Design mem_stage_lsu_flat, sky130hd; sources not shown.
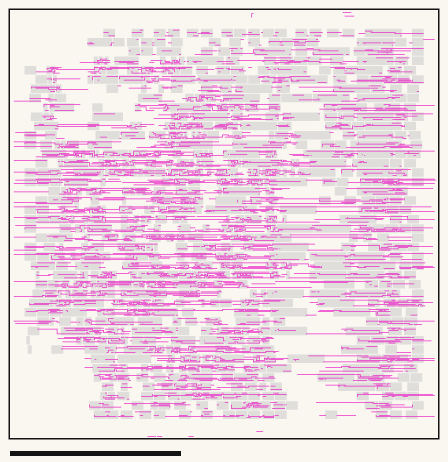
met1.png
Bar = 50 um. Cells faint in the background.
nets with wire on the layer: 833
main direction: horizontal
via count: 5606
final WL: 20600 um

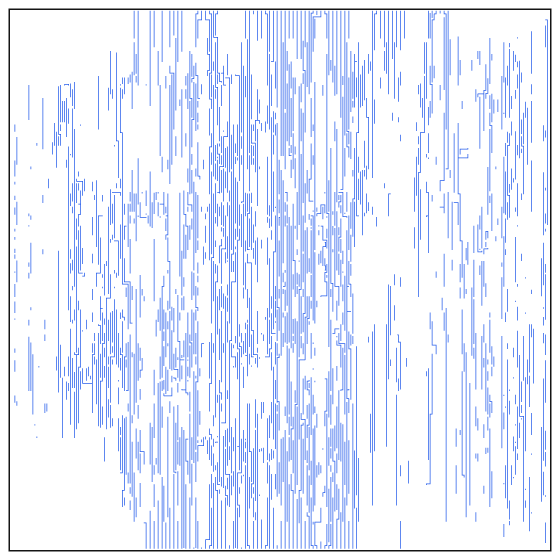
met2.png
longest straight run: 49.3 um
share of all routed wire: 48%
wire length on this layer: 9920 um
M2 GR Usage: 41.5%

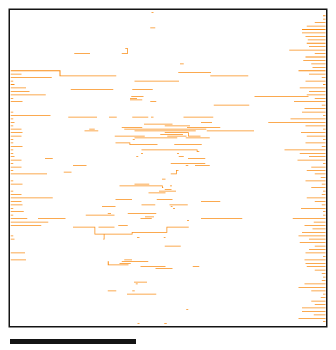
met3.png
Bar = 50 um.
wire length on this layer: 1510 um
share of all routed wire: 7.3%
nets with wire on the layer: 200
met3 usage: 6.35%

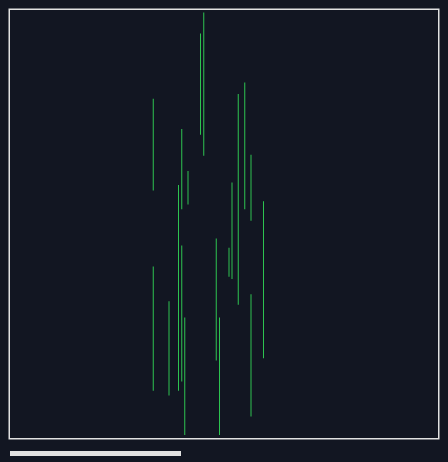
met4.png
Bar = 50 um.
nets with wire on the layer: 19
main direction: vertical

==> impl_metrics.csv <==
group,metric,value,unit
placed_design,dpl_worst_slack,986,ps
floorplan,chipArea,15600,sq um
synth,yosysCellCount,567,
clock_tree,cts_tree,"done",
final_timing,finalHoldViolCount,0,
placed_design,routabilityCongestion,0.924,
synth,synth-xor-area-share,0,%
critical_path,r2r_slack,3320,ps
final_timing,finalWorstSetupSlack,893,ps
clock_tree,cts_hold_buf,0,
critical_path,cp-start-kind,"input pin",
power_and_ir_drop,pg_clk,694,uW
cells_and_area,final_util,66.4,%
global_route,grtUsageTotal,24.9,%
final_timing,period_minus_slack,4210,ps
final_timing,timing.slew.headroom,46.2,%
final_timing,setup_violations,0,
clock_tree,clock_sinks,103,
outcome,outcome,"complete, no violations",
cells_and_area,drive_gt1_share,13.2,%
power_and_ir_drop,share_comb_of_total_power,24.3,%
synth,synth_chip_area,6020,sq um
global_route,overflow,0,
synth,ys_types,58,
cells_and_area,lay_top_cells,"clkdlybuf4s50_1, mux2_2, edfxtp_1",
final_timing,period_used_share,82.5,%
final_timing,grt_setup_unrepaired,"no",
routing,vias_per_cell,5.78,
floorplan,fp.dieW,125,um
critical_path,path_max_fanout,12,
flow_run,tool_warnings,29,
placed_design,port_buffers,245,
clock_tree,cts.clk_slew.worst_paths,70,ps
global_route,grt_pass1_wl,31300,um
power_and_ir_drop,p_int,1570,uW
final cells by class:
class / instances / share of cell area (%)
multi-input combinational: 394 / 33.9
sequential: 103 / 30.3
timing repair buffer: 257 / 28.9
clock buffer: 10 / 2.59
tap: 176 / 2.49
inverter: 24 / 1.02
clock inverter: 6 / 0.777
worst max-delay path, cell delays in order:
cell and delay (ps):
clkdlybuf4s50_1 650, a211oi_1 610, nand3_1 340, nor3_1 230, clkdlybuf4s50_1 650
routing by layer:
| metal | wire length (um) | vias to the layer above |
|---|---|---|
| li1 | - | 2596 |
| met1 | 8530 | 2658 |
| met3 | 1510 | 41 |
| met5 | 0 | - |
| met2 | 9920 | 311 |
| met4 | 629 | 0 |
through the flow:
stage,instance area (sq um),cells
global placement,8520,953
CTS,8820,969
floorplan,6030,568
detailed placement,8520,953
finish,8860,970
global route,8860,970
